layer_met1.png
Supply wires on this layer in gray.
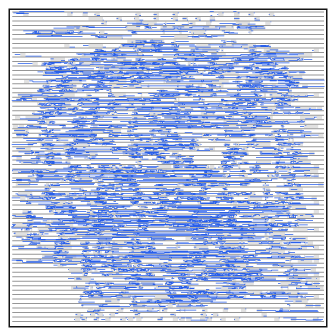
placement_by_type.png
Bar = 50 um.
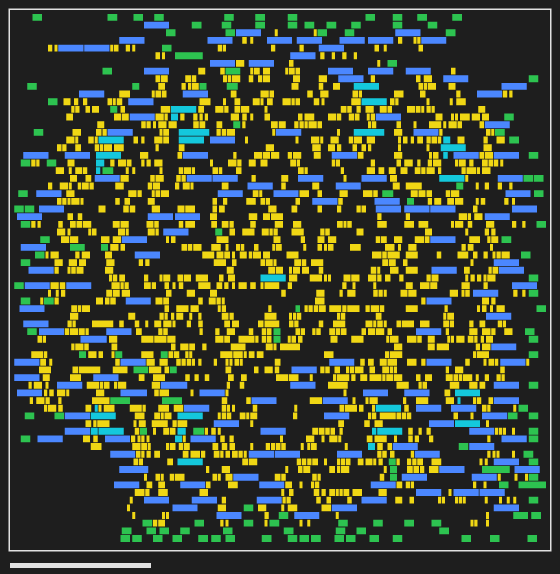
**src/rtl/div_iter.sv**
```systemverilog
// div_iter: iterative restoring divider (RISC-V DIV/DIVU/REM/REMU), one quotient bit per cycle.
// Define DIV_ITER_SKIP_EN to skip the leading zeros of |dividend| and shorten latency.
module div_iter #(
    parameter int XLEN   = 32,
    parameter int REG_AW = 5
) (
    input  logic              clk,
    input  logic              rst,
    input  logic              start_i,
    input  logic              flush_i,
    input  logic [2:0]        op_i,
    input  logic [XLEN-1:0]   dividend_i,
    input  logic [XLEN-1:0]   divisor_i,
    input  logic [REG_AW-1:0] reg_waddr_i,
    output logic              busy_o,
    output logic              ready_o,
    output logic [XLEN-1:0]   result_o,
    output logic [REG_AW-1:0] reg_waddr_o
);
    localparam int CW = $clog2(XLEN + 1);

    typedef enum logic [2:0] {IDLE, PREP, CALC, FIX, DONE} state_t;
    state_t state, state_nxt;

    logic              is_signed, is_rem, neg_q, neg_r;
    logic [XLEN-1:0]   dvd;   // raw dividend, then magnitude; quotient bits enter at the LSB
    logic [XLEN-1:0]   dvs;
    logic [XLEN-1:0]   rem;
    logic [CW-1:0]     cnt;
    logic [REG_AW-1:0] waddr;

    logic            a_neg, b_neg, div_zero, ovf, prep_special, q_bit;
    logic [XLEN-1:0] abs_a, abs_b;
    logic [XLEN:0]   rem_sh;

    assign a_neg    = is_signed & dvd[XLEN-1];
    assign b_neg    = is_signed & dvs[XLEN-1];
    assign abs_a    = a_neg ? -dvd : dvd;
    assign abs_b    = b_neg ? -dvs : dvs;
    assign div_zero = (dvs == '0);
    assign ovf      = is_signed && (dvd == {1'b1, {(XLEN-1){1'b0}}}) && (dvs == '1);

`ifdef DIV_ITER_SKIP_EN
    logic [CW-1:0] lz;
    always_comb begin
        lz = CW'(XLEN);
        for (int i = 0; i < XLEN; i++)
            if (abs_a[i]) lz = CW'(XLEN - 1 - i);
    end
    assign prep_special = div_zero | ovf | (abs_a == '0);
`else
    assign prep_special = div_zero | ovf;
`endif

    // One restoring step: partial remainder is XLEN+1 bits wide before the compare.
    assign rem_sh = {rem, dvd[XLEN-1]};
    assign q_bit  = (rem_sh >= {1'b0, dvs});

    assign busy_o  = (state != IDLE);
    assign ready_o = (state == DONE);

    // NOTE: sequential state uses non-blocking assignments so every register samples pre-edge values.
    always_ff @(posedge clk or negedge rst) begin
        if (!rst) state <= IDLE;
        else      state <= state_nxt;
    end

    // NOTE: next state takes a default first so no path through the block infers a latch.
    always_comb begin
        state_nxt = state;
        case (state)
            IDLE:    if (start_i) state_nxt = PREP;
            PREP:    state_nxt = prep_special ? FIX : CALC;
            CALC:    if (cnt == CW'(1)) state_nxt = FIX;
            FIX:     state_nxt = DONE;
            DONE:    state_nxt = IDLE;
            default: state_nxt = IDLE;
        endcase
        if (flush_i) state_nxt = IDLE;
    end

    // NOTE: every datapath register, including result_o, is cleared by reset so no X escapes.
    always_ff @(posedge clk or negedge rst) begin
        if (!rst) begin
            is_signed   <= 1'b0;
            is_rem      <= 1'b0;
            neg_q       <= 1'b0;
            neg_r       <= 1'b0;
            dvd         <= '0;
            dvs         <= '0;
            rem         <= '0;
            cnt         <= '0;
            waddr       <= '0;
            result_o    <= '0;
            reg_waddr_o <= '0;
        end else if (!flush_i) begin
            case (state)
                IDLE: if (start_i) begin
                    dvd       <= dividend_i;
                    dvs       <= divisor_i;
                    waddr     <= reg_waddr_i;
                    is_signed <= (op_i == 3'b100) || (op_i == 3'b110);
                    is_rem    <= (op_i == 3'b110) || (op_i == 3'b111);
                end
                PREP: begin
                    neg_q <= a_neg ^ b_neg;
                    neg_r <= a_neg;
                    dvs   <= abs_b;
                    rem   <= '0;
                    dvd   <= abs_a;
                    cnt   <= CW'(XLEN);
                    // Special results bypass sign correction: they are already final.
                    if (div_zero) begin
                        dvd   <= '1;
                        rem   <= dvd;
                        neg_q <= 1'b0;
                        neg_r <= 1'b0;
                    end else if (ovf) begin
                        dvd   <= dvd;
                        neg_q <= 1'b0;
                        neg_r <= 1'b0;
                    end
`ifdef DIV_ITER_SKIP_EN
                    else begin
                        dvd <= abs_a << lz;
                        cnt <= CW'(XLEN) - lz;
                    end
`endif
                end
                CALC: begin
                    rem <= q_bit ? XLEN'(rem_sh - {1'b0, dvs}) : rem_sh[XLEN-1:0];
                    dvd <= {dvd[XLEN-2:0], q_bit};
                    cnt <= cnt - CW'(1);
                end
                FIX: begin
                    result_o    <= is_rem ? (neg_r ? -rem : rem) : (neg_q ? -dvd : dvd);
                    reg_waddr_o <= waddr;
                end
                default: ;
            endcase
        end
    end
endmodule

```
**config.mk**
```make
export PLATFORM = sky130hd
export DESIGN_NAME = div_iter
export DESIGN_NICKNAME = d
export VERILOG_FILES = /design/src/rtl/div_iter.sv
export SDC_FILE = /design/constraint.sdc
export NUM_CORES = 1
export LEC_CHECK = 0
export CORE_UTILIZATION = 32
export DETAILED_ROUTE_END_ITERATION = 12
export GPL_TIMING_DRIVEN = 0
export HOLD_SLACK_MARGIN = 0.12
export PLACE_DENSITY_LB_ADDON = 0.08
export REMOVE_ABC_BUFFERS = 1
export SLEW_MARGIN = 30
export SYNTH_ARGS = -nofsm -noshare
export SYNTH_HDL_FRONTEND = slang
export SYNTH_SLANG_ARGS = --single-unit
```
**constraint.sdc**
```tcl
create_clock -name clk -period 3.8 [get_ports clk]
set_clock_uncertainty 0.15 [all_clocks]
set_input_delay 0.76 -clock clk [delete_from_list [all_inputs] [get_ports clk]]
set_output_delay 0.76 -clock clk [all_outputs]
set_load 0.02 [all_outputs]
```
==> Table 3: Implementation characteristics <==
Physical design parameters

Parameter                              Value

Worst setup path
  Critical path cell sequence .................. inv_1 > ha_1 > and3_1 > a221o_1 > a21o_1 > o21ai_0 > a2111oi_2 > buf_2 > nor2_4 > or4b_1 > nand3_1
  Endpoint kind of the worst setup timing path .................. flip-flop
  Cell family contributing the most delay on the critical path .................. AND-OR/OR-AND gates
  Critical path start-end classification .................. flip-flop to flip-flop
  CP bufs+invs .................. 2
  Worst-path cell with the longest stage delay .................. sky130_fd_sc_hd__or4b_1
  Startpoint type of the worst setup path .................. flip-flop
  Worst Path Arrival .................. approximately 3.9 ns
  Crit path largest cell delay .................. about 0.59 ns
  Required time of the worst setup path .................. 4.04 ns
  Largest fanout on the critical path .................. 8

Hold path
  Worst min path class .................. flip-flop to flip-flop

Synth
  Synth Area in Adders .................. 0.0430
  Main logic family after synthesis .................. AND-OR/OR-AND gates
  Cell taking the most area after synthesis .................. sky130_fd_sc_hd__dfrtp_1
  Share of synthesized area occupied by flip-flops and latches .................. 0.328
  Share of flip-flops with an asynchronous set or reset .................. 1.00
  Number of synthesized flops with an enable pin .................. 0
  Share of the synthesized netlist area taken by xor and xnor gates .................. 0.0639
  Total of flip-flops plus latches after synthesis .................. between 150 and 200
  Netlist area before placement .................. ~12000 um2
  Compound Share, Synth .................. 0.279
  Number of standard cells after synthesis .................. 1467
  Multiplexer share of the synthesized area .................. 0.0157
  Synth top cells by count .................. sky130_fd_sc_hd__nand2_1, sky130_fd_sc_hd__o21ai_0, sky130_fd_sc_hd__dfrtp_1, sky130_fd_sc_hd__a21oi_1, sky130_fd_sc_hd__nor2_1
  Leading cell type by number of instances after synthesis .................. sky130_fd_sc_hd__nand2_1
  Number of cells in Yosys stat .................. ~1500
  Leading post-synthesis cells by cell area .................. sky130_fd_sc_hd__dfrtp_1, sky130_fd_sc_hd__o21ai_0, sky130_fd_sc_hd__nand2_1, sky130_fd_sc_hd__a21oi_1, sky130_fd_sc_hd__ha_1
  Unique masters post-synth .................. approximately 73
  Main synth FF type .................. sky130_fd_sc_hd__dfrtp_1
  Number of warnings issued by yosys .................. 0
  Synth Area per Inst .................. 7.85 um2
  Chip area from the yosys synthesis statistics .................. between 10000 and 15000 um2
  Post-synth top area share .................. 0.328

Routing
  Routed via count divided by cell count .................. 5.78
  DRT Wirelength .................. about 43000 um
  Post-route antenna net violation count .................. 0
  DRC violations left .................. 0
  Iter 0 DRT Violations .................. about 840
  Average routed wire per standard cell .................. 21.4 um
  Number of search-and-repair iterations in the first detailed-routing pass .................. 6
  Total vias in the final route .................. approximately 12000

Global route
  Pin count of the biggest net entering global routing .................. approximately 73
  Gr usage total .................. 0.239
  Total global routing overflow .................. 0
  Number of global-route vias before repair .................. 11200
  Antenna violations before repair .................. 0

Final timing
  Final Critical Period .................. approximately 3.7 ns
  Pins Over Slew Limit .................. 0
  Worst Max-Slew Pin Slew .................. 0.832 ns
  Maximum operating frequency .................. between 0.2 and 0.3 GHz
  Total count of hold-check failures in the final report .................. 0
  Final setup violation count .................. 0
  RSZ-0062 raised after global routing .................. no
  Max_slew headroom .................. 0.445
  Final setup TNS .................. 0 ns
  Part of the cycle the worst path needs .................. 0.966

Pwr
  VDD IR max .................. around 0.44 mV
  Static leakage power .................. between 5 and 6 nW
  Total power .................. between 10 and 15 mW
  Areal power density over the cells .................. 881 nW/um2

Placed design
  Post-Place Cell Area .................. around 13000 um2
  HPWL after detailed placement .................. around 31000 um
  Placed cell count .................. ~2000
  Global placer's final weighted congestion .................. 0.883
  Port buffer count .................. 114

Run
  # Max-Cap Violations .................. 0
  Tool warnings .................. 27

CTS
  Insertion delay of the later-clocked pin in the worst-skew pair .................. roughly 0.45 ns
  Root Buffer .................. sky130_fd_sc_hd__clkbuf_16
  Number of buffers created by CTS .................. 17
  Total number of clock tree sinks .................. between 150 and 200
  CTS tree .................. built
  Clock-pin slew reported for the worst setup and hold paths after clock tree synthesis .................. roughly 0.070 ns
  Clk buf depth .................. 2
  Number of levels the H-tree was split into .................. 4

Final layout
  Layout cell share with drive strength beyond 1 .................. 0.0718
  Cell kind with the greatest summed area .................. combinational gates
  #MultiIn Comb .................. roughly 1200
  Signal inverters .................. between 50 and 60
  Share of cell area taken by multi-input logic gates .................. 0.524
  Sequential standard cell area .................. ~3800 um2
  Combined area of the multi-input logic cells .................. approximately 7300 um2
  Fraction of area in registers .................. 0.271
  Commonest non-fill, non-tap cell in the layout .................. sky130_fd_sc_hd__nand2_1
  Diodes inserted .................. 0
  Signal buffers share of area .................. 0.108
  Most numerous logic cells after layout .................. sky130_fd_sc_hd__nand2_1, sky130_fd_sc_hd__o21ai_0, sky130_fd_sc_hd__dfrtp_1, sky130_fd_sc_hd__a21oi_1, sky130_fd_sc_hd__clkdlybuf4s50_1
  Clk cell area share .................. 0.0403
  Summed area of non-filler cells in the final layout .................. 14000 um2
  Growth of design area from synthesis to finish .................. 21.3%
  Final sequential cell count .................. about 150
  Post-Layout Cell Count .................. 2006
  Fill cell count .................. roughly 3700

Floorplan
  Number of cell rows .................. 69
  Tapcells inserted .................. around 460
  Vertical die dimension .................. 192 um
  Total core area .................. around 35000 um2
  Io pins .................. about 120
  Chip area .................. ~37000 um2

Run status
  Run status .................. finished, final reports clean
About layer_met1.png:
The layer carries 19900 um of wire. 1519 nets have wire on it.

About placement_by_type.png:
clock drivers and dummy loads: in cyan, cells 31. other buffers and delay cells: in green, cells 146. flops: in blue, cells 151. combinational and other logic: in yellow, cells 1217.

path summary, 6_finish.rpt:
check                           depth (start not counted)  slack [ns]        endpoint  startpoint
worst max-delay path                                   11        0.13         rem[15]      dvs[7]
worst min-delay path                                    2        0.31  reg_waddr_o[4]    waddr[4]
max in group asynchronous                               4        1.90          dvd[0]         rst
min in group asynchronous                               2        0.60  reg_waddr_o[0]         rst
worst max register to register                         11        0.13         rem[15]      dvs[7]
worst min register to register                          2        0.31  reg_waddr_o[4]    waddr[4]
stage by stage:
step | utilization | setup WS (ns) | hold WS (ns)
after floorplan | - | -1.33 | 0.289
after global placement | 0.361 | -6.57 | 0.304
after detailed placement | 0.371 | -1.00 | 0.298
after CTS | 0.390 | 0.00658 | 0.314
after global routing | 0.393 | 0.00799 | 0.340
final | 0.393 | 0.129 | 0.311
metal layers:
metal / vias to the layer above / wire length [um] / global-route usage
met5: - / 0 / 0
met4: 0 / 646 / 0.0617
li1: 5551 / - / -
met2: 283 / 20500 / 0.398
met3: 33 / 1850 / 0.0331
met1: 5732 / 19900 / 0.323
registers in the layout, summed over array words and instances (netlist names):
signal and flops:
waddr 5, neg_q 1, reg_waddr_o 5, neg_r 1, result_o 32, dvd 32, is_signed 1, is_rem 1
state 3, dvs 32, cnt 6, rem 32
report_power, final:
part	switching, mW	internal [mW]	leakage (nW)
clock	0.755	0.961	0.261
combinational	4.14	2.90	3.57
sequential	1.26	2.28	1.88
total	6.16	6.14	5.70
timing repair:
| item | 4_1_cts | 5_1_grt |
|---|---|---|
| resized | 14 | 16 |
| hold endpoints to repair | 26 | 0 |
| setup buffers | 4 | 6 |
| hold buffers | 1 | 0 |
| endpoints found under the setup margin | 101 | 67 |
| pin swaps | 2 | 4 |
Power figures rest on the tool's default switching activity, not on a simulated workload.
